## src/rtl/smbm_cmd_sched.sv

```systemverilog
// ---------------------------------------------------------------------------
// smbm_cmd_sched
//   Round-robin command scheduler in front of a single sorted multi-metric
//   buffer manager (SMBM). Accepts ADD / DELETE / READ requests from NUM_REQ
//   requesters, issues one command at a time on the SMBM opcode interface,
//   waits for sm_done and returns a response. ADD on a full buffer and DELETE
//   on an empty buffer are answered with an error and never reach the SMBM.
//
// Optional feature macro: SMBM_SCHED_TIMEOUT_EN
//   When defined, a watchdog ends WAIT after TIMEOUT cycles without sm_done
//   and answers with err 11. When undefined, WAIT ends only on sm_done.
//
// Ports
//   clk, rst          clock, synchronous active-high reset
//   req_valid/ready   per-requester handshake (ready = one-hot grant, IDLE only)
//   req_op            2 bits/requester: 00 ADD, 01 DELETE, 10 READ, 11 reserved
//   req_id/metric/rdvec/metricx/rdmode  per-requester command arguments
//   sm_opcode         SMBM opcode, 3'b111 = no-op
//   sm_id/metric/in/metricx/opcode_in   SMBM arguments, held from grant to done
//   sm_done           SMBM completion pulse (only honoured in WAIT)
//   rsp_valid/ready   response handshake
//   rsp_req, rsp_err  answered requester index, status (00 ok, 01 full,
//                     10 empty, 11 timeout / reserved op)
//   occupancy         number of entries the SMBM currently holds
// ---------------------------------------------------------------------------
module smbm_cmd_sched #(
  parameter int NUM_REQ            = 4,
  parameter int NUM_REQ_LOG        = 2,
  parameter int BIT_VEC_SIZE       = 64,
  parameter int BIT_VEC_SIZE_LOG   = 6,
  parameter int NUM_OF_METRICS     = 8,
  parameter int NUM_OF_METRICS_LOG = 3,
  parameter int TIMEOUT            = 64
) (
  input  logic                                  clk,
  input  logic                                  rst,
  input  logic [NUM_REQ-1:0]                    req_valid,
  output logic [NUM_REQ-1:0]                    req_ready,
  input  logic [2*NUM_REQ-1:0]                  req_op,
  input  logic [NUM_REQ*BIT_VEC_SIZE_LOG-1:0]   req_id,
  input  logic [NUM_REQ*NUM_OF_METRICS*8-1:0]   req_metric,
  input  logic [NUM_REQ*BIT_VEC_SIZE-1:0]       req_rdvec,
  input  logic [NUM_REQ*NUM_OF_METRICS_LOG-1:0] req_metricx,
  input  logic [3*NUM_REQ-1:0]                  req_rdmode,
  output logic [2:0]                            sm_opcode,
  output logic [BIT_VEC_SIZE_LOG-1:0]           sm_id,
  output logic [NUM_OF_METRICS*8-1:0]           sm_metric,
  output logic [BIT_VEC_SIZE-1:0]               sm_in,
  output logic [NUM_OF_METRICS_LOG-1:0]         sm_metricx,
  output logic [2:0]                            sm_opcode_in,
  input  logic                                  sm_done,
  output logic                                  rsp_valid,
  input  logic                                  rsp_ready,
  output logic [NUM_REQ_LOG-1:0]                rsp_req,
  output logic [1:0]                            rsp_err,
  output logic [BIT_VEC_SIZE_LOG:0]             occupancy
);

  typedef enum logic [1:0] {ST_IDLE = 2'd0, ST_ISSUE = 2'd1, ST_WAIT = 2'd2, ST_RESP = 2'd3} state_t;

  localparam int                       OCC_W    = BIT_VEC_SIZE_LOG + 1;
  localparam logic [1:0]               OP_ADD   = 2'b00;
  localparam logic [1:0]               OP_DEL   = 2'b01;
  localparam logic [1:0]               OP_READ  = 2'b10;
  localparam logic [2:0]               SM_NOP   = 3'b111;
  localparam logic [1:0]               ERR_OK   = 2'b00;
  localparam logic [1:0]               ERR_FULL = 2'b01;
  localparam logic [1:0]               ERR_EMPT = 2'b10;
  localparam logic [1:0]               ERR_TMO  = 2'b11;
  localparam logic [OCC_W-1:0]         OCC_FULL = OCC_W'(BIT_VEC_SIZE);
  localparam logic [OCC_W-1:0]         OCC_ZERO = {OCC_W{1'b0}};
  localparam logic [OCC_W-1:0]         OCC_ONE  = OCC_W'(1);

  state_t                         state_r, state_nxt_s;
  logic [NUM_REQ_LOG-1:0]         ptr_r;
  logic [NUM_REQ_LOG-1:0]         grant_idx_s;
  logic                           grant_any_s;
  logic [NUM_REQ-1:0]             grant_s;
  logic [1:0]                     grant_op_s;
  logic [1:0]                     grant_err_s;
  logic [1:0]                     op_r;
  logic [OCC_W-1:0]               occ_r;
  logic                           tmo_hit_s;
  logic [2:0]                     sm_opcode_r;
  logic [BIT_VEC_SIZE_LOG-1:0]    sm_id_r;
  logic [NUM_OF_METRICS*8-1:0]    sm_metric_r;
  logic [BIT_VEC_SIZE-1:0]        sm_in_r;
  logic [NUM_OF_METRICS_LOG-1:0]  sm_metricx_r;
  logic [2:0]                     sm_opcode_in_r;
  logic                           rsp_valid_r;
  logic [NUM_REQ_LOG-1:0]         rsp_req_r;
  logic [1:0]                     rsp_err_r;

  // Round-robin pick: first valid requester searching upward from ptr_r, with wrap.
  always_comb begin
    logic [NUM_REQ_LOG-1:0] cand_v;
    grant_idx_s = {NUM_REQ_LOG{1'b0}};
    grant_any_s = 1'b0;
    cand_v      = {NUM_REQ_LOG{1'b0}};
    for (int i = 0; i < NUM_REQ; i++) begin
      cand_v = ptr_r + NUM_REQ_LOG'(i);
      if (!grant_any_s && req_valid[cand_v]) begin
        grant_any_s = 1'b1;
        grant_idx_s = cand_v;
      end else begin
        grant_any_s = grant_any_s;
      end
    end
    if (grant_any_s) begin
      grant_s = NUM_REQ'(1) << grant_idx_s;
    end else begin
      grant_s = {NUM_REQ{1'b0}};
    end
  end

  assign req_ready  = (state_r == ST_IDLE) ? grant_s : {NUM_REQ{1'b0}};
  assign grant_op_s = req_op[{grant_idx_s, 1'b0} +: 2];

  // Legality of the granted op against the current occupancy.
  always_comb begin
    grant_err_s = ERR_OK;
    case (grant_op_s)
      OP_ADD:  grant_err_s = (occ_r == OCC_FULL) ? ERR_FULL : ERR_OK;
      OP_DEL:  grant_err_s = (occ_r == OCC_ZERO) ? ERR_EMPT : ERR_OK;
      OP_READ: grant_err_s = ERR_OK;
      default: grant_err_s = ERR_TMO;
    endcase
  end

`ifdef SMBM_SCHED_TIMEOUT_EN
  localparam int TMO_W = $clog2(TIMEOUT + 1);
  logic [TMO_W-1:0] tmo_cnt_r;

  // Watchdog: cleared in ISSUE so it reads 0 on the first WAIT cycle.
  always_ff @(posedge clk) begin
    if (rst) begin
      tmo_cnt_r <= {TMO_W{1'b0}};
    end else if (state_r == ST_ISSUE) begin
      tmo_cnt_r <= {TMO_W{1'b0}};
    end else if (state_r == ST_WAIT) begin
      tmo_cnt_r <= tmo_cnt_r + TMO_W'(1);
    end else begin
      tmo_cnt_r <= tmo_cnt_r;
    end
  end

  // Fires on the TIMEOUT-th WAIT cycle, so RESP starts TIMEOUT cycles after WAIT entry.
  assign tmo_hit_s = (state_r == ST_WAIT) && (tmo_cnt_r == TMO_W'(TIMEOUT - 1));
`else
  // Without the watchdog this is constant 0: WAIT ends only on sm_done.
  assign tmo_hit_s = (TIMEOUT < 0);
`endif

  // FSM state register.
  always_ff @(posedge clk) begin
    if (rst) begin
      state_r <= ST_IDLE;
    end else begin
      state_r <= state_nxt_s;
    end
  end

  // FSM next-state logic.
  always_comb begin
    state_nxt_s = state_r;
    case (state_r)
      ST_IDLE: begin
        if (grant_any_s) begin
          if (grant_err_s == ERR_OK) begin
            state_nxt_s = ST_ISSUE;
          end else begin
            state_nxt_s = ST_RESP;
          end
        end else begin
          state_nxt_s = ST_IDLE;
        end
      end
      ST_ISSUE: state_nxt_s = ST_WAIT;
      ST_WAIT: begin
        if (sm_done || tmo_hit_s) begin
          state_nxt_s = ST_RESP;
        end else begin
          state_nxt_s = ST_WAIT;
        end
      end
      ST_RESP: begin
        if (rsp_ready) begin
          state_nxt_s = ST_IDLE;
        end else begin
          state_nxt_s = ST_RESP;
        end
      end
      default: state_nxt_s = ST_IDLE;
    endcase
  end

  // Datapath: argument capture at grant, one-cycle opcode, occupancy, response.
  always_ff @(posedge clk) begin
    if (rst) begin
      ptr_r          <= {NUM_REQ_LOG{1'b0}};
      op_r           <= 2'b00;
      occ_r          <= OCC_ZERO;
      sm_opcode_r    <= SM_NOP;
      sm_id_r        <= {BIT_VEC_SIZE_LOG{1'b0}};
      sm_metric_r    <= {(NUM_OF_METRICS*8){1'b0}};
      sm_in_r        <= {BIT_VEC_SIZE{1'b0}};
      sm_metricx_r   <= {NUM_OF_METRICS_LOG{1'b0}};
      sm_opcode_in_r <= 3'b000;
      rsp_valid_r    <= 1'b0;
      rsp_req_r      <= {NUM_REQ_LOG{1'b0}};
      rsp_err_r      <= ERR_OK;
    end else begin
      case (state_r)
        ST_IDLE: begin
          if (grant_any_s) begin
            ptr_r          <= grant_idx_s + NUM_REQ_LOG'(1);
            op_r           <= grant_op_s;
            rsp_req_r      <= grant_idx_s;
            sm_id_r        <= req_id[grant_idx_s*BIT_VEC_SIZE_LOG +: BIT_VEC_SIZE_LOG];
            sm_metric_r    <= req_metric[grant_idx_s*NUM_OF_METRICS*8 +: NUM_OF_METRICS*8];
            sm_in_r        <= req_rdvec[grant_idx_s*BIT_VEC_SIZE +: BIT_VEC_SIZE];
            sm_metricx_r   <= req_metricx[grant_idx_s*NUM_OF_METRICS_LOG +: NUM_OF_METRICS_LOG];
            sm_opcode_in_r <= req_rdmode[grant_idx_s*3 +: 3];
            if (grant_err_s == ERR_OK) begin
              sm_opcode_r <= {1'b0, grant_op_s};
            end else begin
              // Rejected ops skip the SMBM and answer straight away.
              rsp_valid_r <= 1'b1;
              rsp_err_r   <= grant_err_s;
            end
          end else begin
            ptr_r <= ptr_r;
          end
        end
        ST_ISSUE: sm_opcode_r <= SM_NOP;
        ST_WAIT: begin
          if (sm_done) begin
            rsp_valid_r <= 1'b1;
            rsp_err_r   <= ERR_OK;
            if (op_r == OP_ADD) begin
              occ_r <= occ_r + OCC_ONE;
            end else if (op_r == OP_DEL) begin
              occ_r <= occ_r - OCC_ONE;
            end else begin
              occ_r <= occ_r;
            end
          end else if (tmo_hit_s) begin
            rsp_valid_r <= 1'b1;
            rsp_err_r   <= ERR_TMO;
          end else begin
            rsp_valid_r <= 1'b0;
          end
        end
        ST_RESP: begin
          if (rsp_ready) begin
            rsp_valid_r <= 1'b0;
          end else begin
            rsp_valid_r <= 1'b1;
          end
        end
        default: sm_opcode_r <= SM_NOP;
      endcase
    end
  end

  assign sm_opcode    = sm_opcode_r;
  assign sm_id        = sm_id_r;
  assign sm_metric    = sm_metric_r;
  assign sm_in        = sm_in_r;
  assign sm_metricx   = sm_metricx_r;
  assign sm_opcode_in = sm_opcode_in_r;
  assign rsp_valid    = rsp_valid_r;
  assign rsp_req      = rsp_req_r;
  assign rsp_err      = rsp_err_r;
  assign occupancy    = occ_r;

endmodule
```

## config.mk

```make
export PLATFORM = sky130hd
export DESIGN_NAME = smbm_cmd_sched
export DESIGN_NICKNAME = d
export VERILOG_FILES = /design/src/rtl/smbm_cmd_sched.sv
export SDC_FILE = /design/constraint.sdc
export NUM_CORES = 1
export LEC_CHECK = 0
export CELL_PAD_IN_SITES_DETAIL_PLACEMENT = 2
export CELL_PAD_IN_SITES_GLOBAL_PLACEMENT = 2
export CORE_AREA = 2 2 288 290
export CTS_BUF_LIST = sky130_fd_sc_hd__clkbuf_8
export CTS_CLUSTER_SIZE = 30
export DETAILED_ROUTE_END_ITERATION = 6
export DIE_AREA = 0 0 290 292
export GPL_ROUTABILITY_DRIVEN = 0
export PLACE_DENSITY = 0.64
export SLEW_MARGIN = 20
export SYNTH_ARGS = -nofsm -noshare
export SYNTH_HDL_FRONTEND = slang
export SYNTH_SLANG_ARGS = --single-unit
```

## constraint.sdc

```tcl
create_clock -name clk -period 6.35 [get_ports clk]
set_clock_uncertainty 0.1 [all_clocks]
set_input_delay 0.635 -clock clk [delete_from_list [all_inputs] [get_ports clk]]
set_output_delay 0.635 -clock clk [all_outputs]
set_load 0.1 [all_outputs]
```

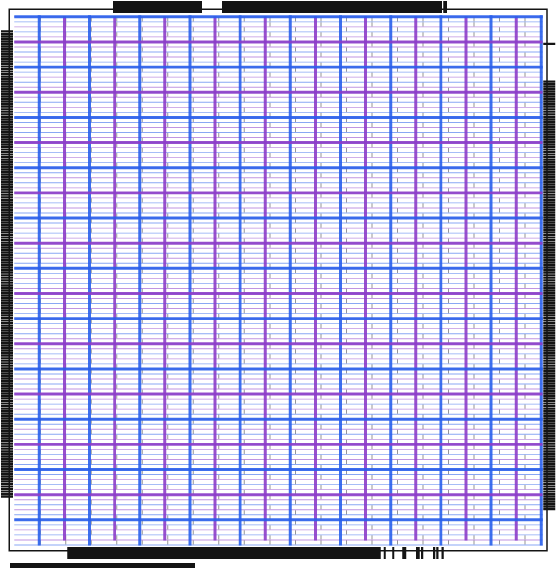
Figure 1: run 1, supply network.
Bar = 100 um. Pins as bars on the die edge. Tap cells in grey.
blue -> VSS
purple -> VDD
tap cells = 1070
rows = 105
signal pins = 735
met5 straps = 21

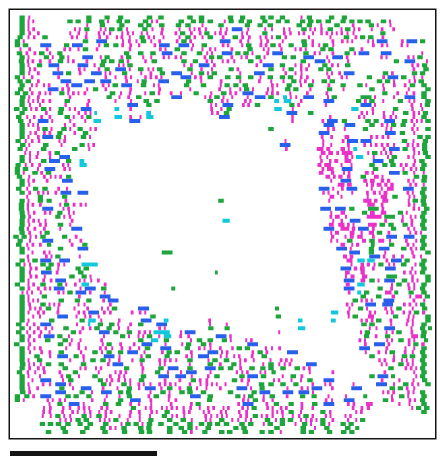
Figure 2: run 1, placed cells, one colour a class.
Bar = 100 um.
magenta -> remaining logic cells  # cells 1411
blue -> sequential cells  # cells 161
cyan -> clock drivers and dummy loads  # cells 32
green -> remaining buffers and delay cells  # cells 746

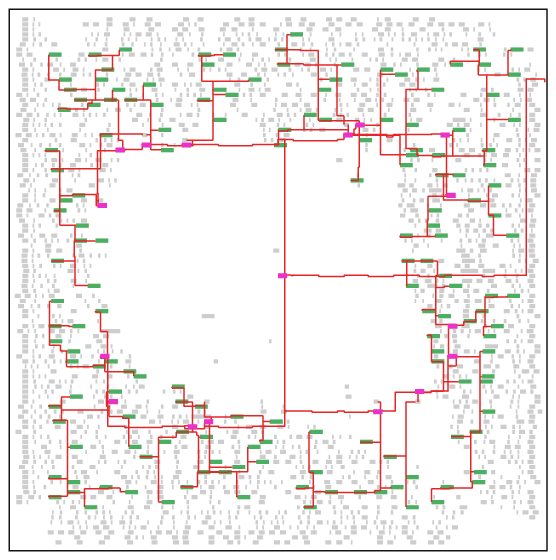
Figure 3: run 1, clock distribution.
red -> clock wires  # length 3660 um
magenta -> clock-net drivers  # count 17
green -> flip-flops  # count 161
flops lie = spread over the die
routed clock nets = 18

==> CHANGELOG.md, run 1 <==
### Physical design

* Fin Hold WS at between 0.3 and 0.4 ns
* Fin nets at approximately 3000
* Initial antenna violation count at 15
* Number of port buffers at roughly 730
* Run status: finished, final reports clean
* DRC Markers at 0
* Ys cells at 1718
* Max-slew violations at 0
* Fillers at between 9000 and 10000
* Final Setup Violations at 0
* Sequential share of cell area at 0.170
* Top cell excl fill/tap: clkdlybuf4s50_1
* CP endpoint kind: output port
* Clock slew at reported path FFs at 0.12 ns
* Pre-CTS setup slack at roughly 1.7 ns
* CTS H-tree lvls at 4
* Yosys chip area at ~10000 sq um
* Total wire length at between 60000 and 70000 um
* EDFF count, synth at 0
* Post-CTS Setup Bufs at 0
* Slew HR at 0.230
* Fin. Hold Viols at 0
* DIE AREA at 84700 sq um
* Worst setup SP type: primary input
* Worst hold-check path type: reg2reg
* WL per Instance at 20.2 um
* Ratio of cells with drive above 1 in the final layout at 0.0285
* First-pass GRT wire length at just over 100000 um
* Final setup margin at about 1.8 ns
* CTS tree: yes
* Seq share, synth at 0.315
* Final Instance Area at 19000 sq um
* DRT Pass-1 Iters at 4
* Top cells excl fill/tap: 728 x clkdlybuf4s50_1, 720 x nand2_1, 426 x nand3_1
* XOR/XNOR Fraction of Synth Area at 0.00513
* Ports at between 700 and 800
* Mean area per synthesized cell at between 5 and 6 sq um
* Die H at a little under 300 um
* Largest class: non-clock buffers
* Floorplan utilization at 0.125
* Cell taking the most area after synthesis: dfxtp_1
* Setup TNS at 0 ns
* Area growth syn-to-layout at 85.2%
* Comb gates at 1403
* Storage cell area at approximately 3200 sq um
* Count of tool warnings at approximately 40
* Top-area cell share at 0.315
* Gate Count Post-Synth at approximately 1700
* DP Area at ~19000 sq um
* Antenna Nets Post-Route at 0
* Flop count at 161
* Root buffer cell: clkbuf_8
-- run 1: Yosys cell counts (3+ instances only) --
cell	instances
a21o_1	4
a21oi_1	155
and2_1	4
buf_1	22
buf_2	23
clkbuf_1	101
dfxtp_1	161
ha_1	9
inv_1	7
nand2_1	723
nand3_1	426
nor2_1	15
nor2b_1	4
nor3b_1	3
nor4_1	4
o21ai_0	7
o21bai_1	3
or2_2	3
xnor2_1	6
-- run 1: routing by layer --
metal | wire length [um] | vias up | global-route usage
met5 | 27 | - | 0
met4 | 2010 | 4 | 0.0626
met3 | 5250 | 71 | 0.0540
met2 | 35600 | 472 | 0.291
met1 | 26500 | 6980 | 0.171
li1 | - | 6967 | -
-- run 1: path summary, 6_finish.rpt --
check                                  start      endpoint  slack [ns]  cells after the start
worst max-delay path            req_valid[1]  req_ready[3]        1.77                      7
worst min register to register      sm_in[9]      sm_in[9]        0.36                      2
worst min-delay path                sm_in[9]      sm_in[9]        0.36                      2
worst max register to register      ptr_r[1]     sm_in[40]        3.13                      8
-- run 1: power by group --
part	total [mW]	switching, mW	internal, mW
sequential	1.42	0.158	1.26
clock	0.865	0.500	0.365
combinational	4.69	3.42	1.27
total	6.97	4.08	2.89
-- run 1: metrics by stage --
step / std cells / total power, mW
after floorplan: 1718 / 4.61
after detailed placement: 3388 / 6.22
after global placement: 3388 / 6.13
after CTS: 3420 / 7.15
final: 3431 / 6.97
after global routing: 3429 / 7.44
-- run 1: critical path, cell delays in order --
cell	delay, ns
clkdlybuf4s50_1	0.61
nor2_1	0.20
or4b_4	0.57
nand2_4	0.30
ha_1	0.20
and2_1	0.16
clkdlybuf4s50_1	1.15
==> run 2: changes to the inputs <==
Clock period 6.35 ns to 4.4 ns, I/O delays scaled along.
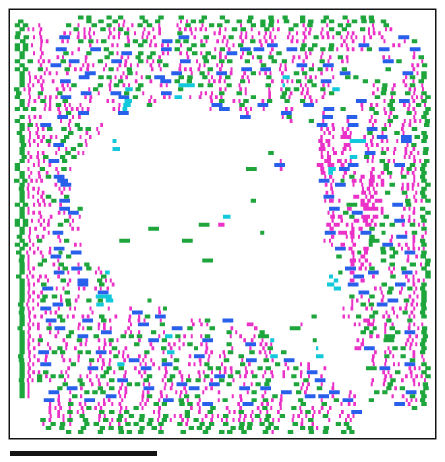
Figure 4: run 2, placed cells, one colour a class.
Bar = 100 um.
magenta -> remaining logic cells  # cells 1411
green -> remaining buffers and delay cells  # cells 754
blue -> sequential cells  # cells 161
cyan -> clock drivers and dummy loads  # cells 31

==> run 2 against run 1 <==
Worst hold slack worse by 0.054 ns. Register-to-register slack got worse by 1.9 ns. Critical path depth grew 1. Critical path type unchanged. Critical endpoint is now req_ready[0]. Clock-buffer cell count grew 1. Cell count grew 0.29%. Utilization is 0.22 points higher. Clock power is about 50% higher. Highest routed layer unchanged. Die area is the same. Setup slack got worse by 1.0 ns.
==> CHANGELOG.md, run 2 <==
### Physical design

* First-pass GRT wire length at between 100000 and 150000 um
* Floorplan utilization at 0.125
* Number of port buffers at 734
* Combinational group share of total power at 0.671
* Worst Hold Endpoint: sm_in[19]
* Post-CTS Setup Bufs at 0
* Total wire length at 71200 um
* Yosys chip area at 10200 sq um
* Final Setup Violations at 0
* Sw power at 5.89 mW
* Ys cells at 1718
* Final setup margin at 0.733 ns
* Cell chain of the critical path: clkdlybuf4s50_1 -> nor2_1 -> or4_4 -> nand2_4 -> inv_8 -> ha_1 -> and2_1 -> buf_12
* Top Layer Used: met5
* Cell taking the most area after synthesis: dfxtp_1
* Initial antenna violation count at 22
* Fin nets at between 2000 and 3000
* XOR/XNOR Fraction of Synth Area at 0.00513
* WL per Instance at around 21 um
* Fin Hold WS at between 0.3 and 0.4 ns
* Worst path bufs/invs at 3
* Top cells excl fill/tap: 727 x clkdlybuf4s50_1, 720 x nand2_1, 426 x nand3_1
* Hold Crit Depth at 2
* Register share of total power at 0.201
* Slew HR at 0.252
* Gate Count Post-Synth at approximately 1700
* Mean area per synthesized cell at 5.96 sq um
* Met3 Wirelength at around 5500 um
* Worst setup SP type: primary input
* Slowest library cell on the worst path: inv_8
* Seq share, synth at 0.315
* Root buffer cell: clkbuf_8
* Top cells by count: 723 x nand2_1, 426 x nand3_1, 161 x dfxtp_1
* Critical path's largest stage delay at 0.53 ns
* Antenna Nets Post-Route at 0
* Reg2Reg Setup Slack at 1.21 ns
* Top cell excl fill/tap: clkdlybuf4s50_1
* Fillers at about 9600
* Family with the most delay on the worst path: buffers and inverters
* Most common cell in the netlist: nand2_1
* DRC Markers at 0
* DRT Pass-1 Iters at 4
* Clock slew at reported path FFs at 0.10 ns
* RR Endpoint: sm_metric[6]
* WL met2 at roughly 36000 um
* Run status: finished, final reports clean
* Max-slew violations at 0
* Setup TNS at 0 ns
* CTS tree: yes
* Count of tool warnings at 35
* Storage cell area at 3220 sq um
* CP endpoint kind: output port
* DIE AREA at approximately 85000 sq um
* EDFF count, synth at 0
* CTS H-tree lvls at 4
* Die H at 292 um
* Area growth syn-to-layout at 86.9%
## run 2: power by group through the flow
stage               sequential (mW)  combinational (mW)  clock [mW]
global placement               2.06                6.90           0
floorplan                      4.48                2.18           0
CTS                            2.06                7.00        1.41
global route                   2.10                7.34        1.44
detailed placement             2.08                6.98           0
finish                         2.05                6.84        1.30
## run 2: worst reg2reg max path, cell delays in order, from the launching register on
cell and delay (ns):
dfxtp_1 0.36, nor2b_1 0.34, or4b_4 0.26, nand2_4 0.26, inv_8 0.54, buf_4 0.71, nand2_1 0.19, nand3_1 0.12
nand3_1 0.09, a21oi_1 0.17
## run 2: kinds of logic after synthesis
| group | count (synthesis) |
|---|---|
| simple gates | 1191 |
| compound gates | 196 |
| flops | 161 |
| buf+inv | 154 |
| fa+ha+maj | 10 |
| xor+xnor | 6 |
## run 2: worst max path at each step
stage / start / endpoint / depth (start not counted)
after floorplan: req_valid[2] / req_ready[3] / 7
after global placement: req_valid[3] / sm_metric[6] / 10
after detailed placement: req_valid[1] / sm_metric[6] / 10
after CTS: ptr_r[1] / req_ready[0] / 6
after global routing: req_valid[1] / req_ready[2] / 8
final: req_valid[1] / req_ready[0] / 8
## run 2: metrics by stage
step,utilization,instances,area [sq um]
floorplan,-,1718,10200
global placement,0.229,3396,18700
detailed placement,0.229,3396,18700
CTS,0.234,3427,19100
global route,0.234,3438,19100
finish,0.235,3441,19100
## run 2: cell type report
cell class,instances,share of cell area
antenna,14,0.00183
tap,1070,0.0700
multi-input combinational,1403,0.336
clock inverter,12,0.00817
sequential,161,0.168
clock buffer,19,0.0137
inverter,8,0.00222
timing repair buffer,754,0.400
## run 2: metal layers
layer / global-route usage / up-vias
li1: - / 6981
met1: 0.174 / 6998
met2: 0.296 / 483
met3: 0.0581 / 86
met4: 0.0629 / 12
met5: 0 / -
==> run 3: changes to the inputs <==
Settings changed: CORE_AREA 2 2 288 290 to 2 2 289 291, DIE_AREA 0 0 290 292 to 0 0 291 293, PLACE_DENSITY 0.64 to 0.67.
Clock period 4.4 ns to 3.35 ns, I/O delays scaled along.
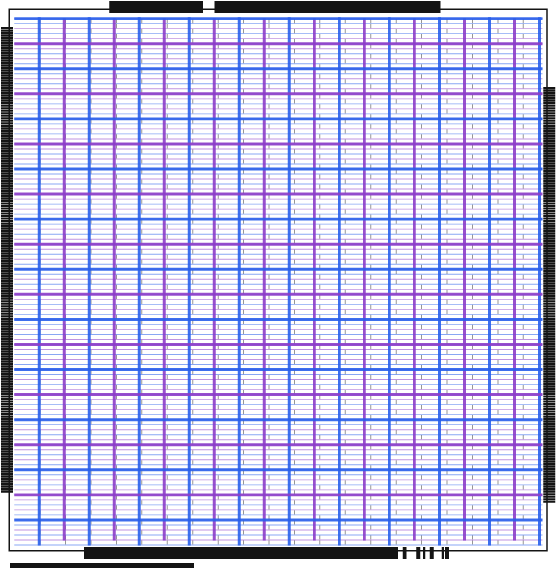
Figure 5: run 3, supply network.
Bar = 100 um. Pins as bars on the die edge. Tap cells in grey.
blue -> VSS
purple -> VDD
met1 rails = 106
tap cells = 1070

==> run 3 against run 2 <==
Sequential power grew 31%. Combinational power is 33% higher. First-iteration DRC count increased by 8.2%. Area after synthesis is the same. Utilization up 0.059 points. Cell count increased by 0.44%. Non-clock buffer count up 20.
==> CHANGELOG.md, run 3 <==
### Physical design

* Cell taking the most area after synthesis: dfxtp_1
* Worst path bufs/invs at 2
* Yosys chip area at slightly above 10000 sq um
* Final Util at 0.235
* Count of tool warnings at 29
* Combinational group share of total power at 0.684
* Top cells excl fill/tap: 720 x nand2_1, 707 x clkdlybuf4s50_1, 426 x nand3_1
* CTS H-tree lvls at 4
* Switch share at 0.582
* Seq share, synth at 0.315
* Total wire length at slightly above 70000 um
* Fin nets at ~3000
* DIE AREA at about 85000 sq um
* DRC Markers at 0
* Gate Count Post-Synth at 1718
* Max-slew violations at 0
* Most used cell, CP: buf_12
* Root buffer cell: clkbuf_8
* Post-CTS Setup Bufs at 0
* Final Setup Violations at 0
* Ports at approximately 740
* EDFF count, synth at 0
* DP Area at approximately 19000 sq um
* Final Instance Area at 19200 sq um
* Top cell excl fill/tap: nand2_1
* Clock slew at reported path FFs at between 0.1 and 0.15 ns
* Sw power at 7.76 mW
* Run status: finished, final reports clean
* Top cells by count: 723 x nand2_1, 426 x nand3_1, 161 x dfxtp_1
* DRT Pass-1 Iters at 4
* Clk pwr share at 0.115
* Slew HR at 0.267
* Setup TNS at 0 ns
* Antenna Nets Post-Route at 0
* Ys cells at approximately 1700
* Pint at approximately 5.6 mW
* Top-area cell share at 0.315
* Cell chain of the critical path: nor2b_1 -> or4b_4 -> nand2_4 -> buf_12 -> ha_1 -> and2_1 -> buf_12
* Fin. Hold Viols at 0
* Floorplan utilization at 0.125
* Die H at between 200 and 300 um
* Register share of total power at 0.201
[run 3: final cells by class]
cell class,count,area [sq um],area share
antenna,8,20.0,0.00104
clock buffer,17,234,0.0122
clock inverter,15,134,0.00696
inverter,8,42.5,0.00221
multi-input combinational,1403,6430,0.334
sequential,161,3220,0.167
tap,1070,1340,0.0696
timing repair buffer,774,7820,0.406
[run 3: per-stage QoR]
step                      setup slack [ns]  power, mW  instances  hold WS (ns)
final                                0.259       13.3       3456        0.0896
after global routing                0.0625       14.2       3456        0.0453
after CTS                            0.142       13.6       3448       0.00697
after detailed placement            0.0861       12.0       3416         0.350
after global placement               0.239       11.8       3416         0.342
after floorplan                      0.352       8.74       1718         0.357
[run 3: final timing paths]
| path | cells after the start | slack, ns | startpoint | endpoint |
|---|---|---|---|---|
| hold / removal | 2 | 0.09 | rst | occupancy[0] |
| setup / recovery | 7 | 0.26 | ptr_r[0] | req_ready[3] |
| hold reg to reg | 2 | 0.36 | sm_metric[59] | sm_metric[59] |
| setup reg to reg | 7 | 0.69 | ptr_r[1] | rsp_valid |
[run 3: power by group through the flow]
stage | Clock (mW) | Combinational (mW) | Sequential (mW)
2_1_floorplan | 0 | 2.86 | 5.88
3_3_place_gp | 0 | 9.14 | 2.70
3_5_place_dp | 0 | 9.27 | 2.74
4_1_cts | 1.66 | 9.29 | 2.70
5_1_grt | 1.71 | 9.78 | 2.76
6_report | 1.53 | 9.12 | 2.68
[run 3: layer usage]
metal,global-route usage,part of all wire
met5,0,0
met4,0.0619,0.032
met3,0.0519,0.069
met2,0.304,0.52
met1,0.170,0.38
[run 3: logic make-up after synthesis]
group / count (synthesis)
fa+ha+maj: 10
compound gates: 196
simple gates: 1191
flops: 161
buf+inv: 154
xor+xnor: 6
Power figures rest on the tool's default switching activity, not on a simulated workload.
